Routed metal per tile:
Scale: 4 px per um. 13 x 20 tiles, from black (low) to pale yellow (high), scaled to the fullest tile. Values are wire area over tile area, all layers added.
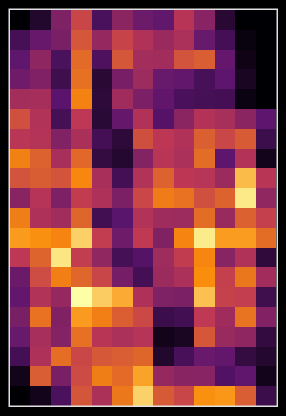
M3 wires:
Scale: 4 px per um.
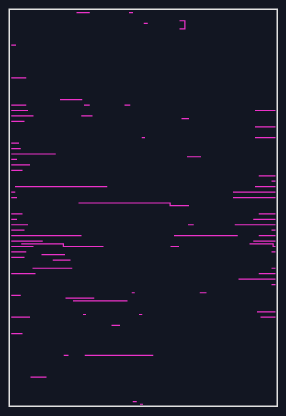
Clock routing:
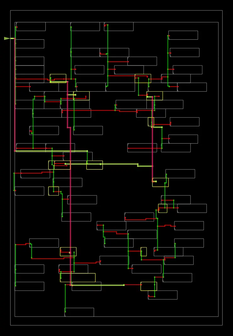
### src/rtl/reg_spill_fill_pkg.sv
// Shared types and defaults for the register spill/fill engine.
package reg_spill_fill_pkg;

  localparam int DATA_W_DEF = 19;
  localparam int ADDR_W_DEF = 16;
  localparam int IDX_W_DEF  = 4;

  localparam logic MODE_SPILL = 1'b0;
  localparam logic MODE_FILL  = 1'b1;

  typedef enum logic [2:0] {
    S_IDLE,
    S_SCAN,
    S_SPILL_WR,
    S_FILL_RD,
    S_FILL_WB,
    S_DONE
  } state_e;

endpackage

### src/rtl/reg_mask_prio_enc.sv
// Lowest-set-bit priority encoder over the pending register mask.
module reg_mask_prio_enc #(
  parameter int IDX_W = 4
) (
  input  logic [2**IDX_W-1:0] mask_i,
  output logic [IDX_W-1:0]    idx_o,
  output logic                any_o
);

  always_comb begin
    idx_o = '0;
    any_o = |mask_i;
    // Descending scan so the lowest set bit is the last one to win.
    for (int i = 2**IDX_W - 1; i >= 0; i--) begin
      if (mask_i[i]) idx_o = IDX_W'(i);
    end
  end

endmodule

### src/rtl/reg_spill_fill.sv
// Spill/fill sequencer moving masked registers to and from consecutive
// memory words for context save and restore.
module reg_spill_fill
  import reg_spill_fill_pkg::*;
#(
  parameter int DATA_W = DATA_W_DEF,
  parameter int ADDR_W = ADDR_W_DEF,
  parameter int IDX_W  = IDX_W_DEF
) (
  input  logic                clk,
  input  logic                reset,
  input  logic                start,
  input  logic                mode,
  input  logic [2**IDX_W-1:0] mask,
  input  logic [ADDR_W-1:0]   base_addr,
  output logic                busy,
  output logic                done,
  output logic [IDX_W:0]      xfer_count,
  output logic [IDX_W-1:0]    rf_read_index,
  input  logic [DATA_W-1:0]   rf_read_data,
  output logic                rf_we,
  output logic [IDX_W-1:0]    rf_write_index,
  output logic [DATA_W-1:0]   rf_write_data,
  output logic [ADDR_W-1:0]   mem_addr,
  output logic [DATA_W-1:0]   mem_wdata,
  output logic                mem_we,
  output logic                mem_re,
  input  logic [DATA_W-1:0]   mem_rdata,
  input  logic                mem_ready
);

  localparam int NREG = 2**IDX_W;
  localparam logic [NREG-1:0] ONE = NREG'(1);

  state_e              state_q, state_d;
  logic [NREG-1:0]     mask_q, mask_d;
  logic [ADDR_W-1:0]   addr_q, addr_d;
  logic                mode_q, mode_d;
  logic [IDX_W:0]      cnt_q, cnt_d;
  logic [IDX_W-1:0]    cur_q, cur_d;
  logic [DATA_W-1:0]   buf_q, buf_d;

  logic [IDX_W-1:0]    enc_idx;
  logic                enc_any;
  logic [NREG-1:0]     cur_bit;

  reg_mask_prio_enc #(
    .IDX_W(IDX_W)
  ) u_enc (
    .mask_i(mask_q),
    .idx_o (enc_idx),
    .any_o (enc_any)
  );

  assign cur_bit    = ONE << cur_q;
  assign xfer_count = cnt_q;

  always_ff @(posedge clk or posedge reset) begin
    if (reset) begin
      state_q <= S_IDLE;
      mask_q  <= '0;
      addr_q  <= '0;
      mode_q  <= 1'b0;
      cnt_q   <= '0;
      cur_q   <= '0;
      buf_q   <= '0;
    end else begin
      state_q <= state_d;
      mask_q  <= mask_d;
      addr_q  <= addr_d;
      mode_q  <= mode_d;
      cnt_q   <= cnt_d;
      cur_q   <= cur_d;
      buf_q   <= buf_d;
    end
  end

  always_comb begin
    state_d        = state_q;
    mask_d         = mask_q;
    addr_d         = addr_q;
    mode_d         = mode_q;
    cnt_d          = cnt_q;
    cur_d          = cur_q;
    buf_d          = buf_q;
    busy           = 1'b0;
    done           = 1'b0;
    rf_read_index  = '0;
    rf_we          = 1'b0;
    rf_write_index = '0;
    rf_write_data  = '0;
    mem_addr       = '0;
    mem_wdata      = '0;
    mem_we         = 1'b0;
    mem_re         = 1'b0;

    unique case (state_q)
      S_IDLE: begin
        if (start) begin
          mask_d  = mask & ~ONE;
          addr_d  = base_addr;
          mode_d  = mode;
          cnt_d   = '0;
          state_d = S_SCAN;
        end
      end
      S_SCAN: begin
        busy = 1'b1;
        if (!enc_any) begin
          state_d = S_DONE;
        end else begin
          cur_d   = enc_idx;
          state_d = (mode_q == MODE_FILL) ? S_FILL_RD : S_SPILL_WR;
        end
      end
      S_SPILL_WR: begin
        busy          = 1'b1;
        rf_read_index = cur_q;
        mem_we        = 1'b1;
        mem_addr      = addr_q;
        mem_wdata     = rf_read_data;
        if (mem_ready) begin
          mask_d  = mask_q & ~cur_bit;
          addr_d  = addr_q + ADDR_W'(1);
          cnt_d   = cnt_q + (IDX_W+1)'(1);
          state_d = S_SCAN;
        end
      end
      S_FILL_RD: begin
        busy     = 1'b1;
        mem_re   = 1'b1;
        mem_addr = addr_q;
        if (mem_ready) begin
          buf_d   = mem_rdata;
          state_d = S_FILL_WB;
        end
      end
      S_FILL_WB: begin
        busy           = 1'b1;
        rf_we          = 1'b1;
        rf_write_index = cur_q;
        rf_write_data  = buf_q;
        mask_d         = mask_q & ~cur_bit;
        addr_d         = addr_q + ADDR_W'(1);
        cnt_d          = cnt_q + (IDX_W+1)'(1);
        state_d        = S_SCAN;
      end
      S_DONE: begin
        done    = 1'b1;
        state_d = S_IDLE;
      end
      default: state_d = S_IDLE;
    endcase
  end

endmodule
### config.mk
export PLATFORM = sky130hd
export DESIGN_NAME = reg_spill_fill
export DESIGN_NICKNAME = d
export VERILOG_FILES = /design/src/rtl/reg_spill_fill_pkg.sv /design/src/rtl/reg_mask_prio_enc.sv /design/src/rtl/reg_spill_fill.sv
export SDC_FILE = /design/constraint.sdc
export NUM_CORES = 1
export LEC_CHECK = 0
export CAP_MARGIN = 20
export CORE_ASPECT_RATIO = 1.5
export CORE_UTILIZATION = 60
export CTS_CLUSTER_SIZE = 25
export DETAILED_ROUTE_END_ITERATION = 7
export DONT_BUFFER_PORTS = 1
export PLACE_DENSITY = 0.77
export SLEW_MARGIN = 40
export SYNTH_ARGS = -nofsm -noshare
export SYNTH_HDL_FRONTEND = slang
export SYNTH_SLANG_ARGS = --single-unit
### constraint.sdc
create_clock -name clk -period 2.3 [get_ports clk]
set_input_delay 0.575 -clock clk [delete_from_list [all_inputs] [get_ports clk]]
set_output_delay 0.575 -clock clk [all_outputs]
set_load 0.01 [all_outputs]
==> reports/metrics.yaml <==
route:
  drt-wirelength-per-cell_um: 19.0
  drt-initial-drc-count: 239
final_timing:
  hold_slack_ns: 0.151
  skew_ns: 0.00845
  fmaxAchievable_ghz: 0.455
layout:
  flop_area_um2: 1600
  n_all_inverters: 10
  final_cells: 475
  utilization_pct: 67.7
  design_area_um2: 4000
  nonClkBufAreaFrac_pct: 2.94
setup_path:
  crit_path_max_fanout: 36
  startpoint: "state_q[1]"
grt:
  grt_pass1_vias: 2950
  grt_pass1_wl_mm: 14.0
outcome:
  status: "finished clean"
synth:
  ys_area_um2: 3760
  synthTopLogicFamily: "simple AND/OR/NAND/NOR gates"
  synthCells: 399
  netlist_area_um2: 3760
  ys_types: 60
  ys_sh_aoi_pct: 15.5
placement:
  place.gp.congestion: 0.874
clock_tree:
  postCtsHoldBufs: 0
flow_run:
  drv_cap: 0
die:
  core.rowCount: 34
  floorplan.core_util_pct: 63.5
## Picture notes: 'routed metal per tile'
The fullest tile reaches 0.51. 36% of the tiles are over half the peak. The mean over all tiles is 0.22. 3.1% of the tiles are nearly empty. The emptiest ninth of the die: top right.

## Picture notes: 'M3 wires'
The layer holds 4.3% of the routed length. The longest straight run is 22.8 um. 68 nets have wire on it.
via count: 3065
GRT met3 Usage: 4.63%
drt total wl: 9.02 mm

## Picture notes: 'clock routing'
Seq cells: 64
clk pwr: 0.920 mW

registers in the layout, indices dropped and copies added (netlist names):
signal	count
state_q	3
cur_q	4
addr_q	16
xfer_count	5
mask_q	16
mode_q	1
buf_q	19
routing by layer:
| layer | GRT usage, % | vias to the layer above |
|---|---|---|
| met2 | 45.0 | 98 |
| met1 | 36.8 | 1503 |
| met4 | 14.2 | 0 |
| met5 | 0 | - |
| met3 | 4.63 | 20 |
| li1 | - | 1444 |
where the power goes:
group / internal, mW / total (mW) / switching (mW)
logic: 1.12 / 2.74 / 1.63
registers: 1.68 / 2.31 / 0.633
clock network: 0.489 / 0.920 / 0.431
total: 3.28 / 5.97 / 2.69
worst max-delay path, cell delays in order, from the launching register on:
cell and delay (ns):
dfrtp_2 0.53, nor2b_2 0.19, buf_4 0.28, and3_1 0.27
Power and IR drop assume default switching activity.
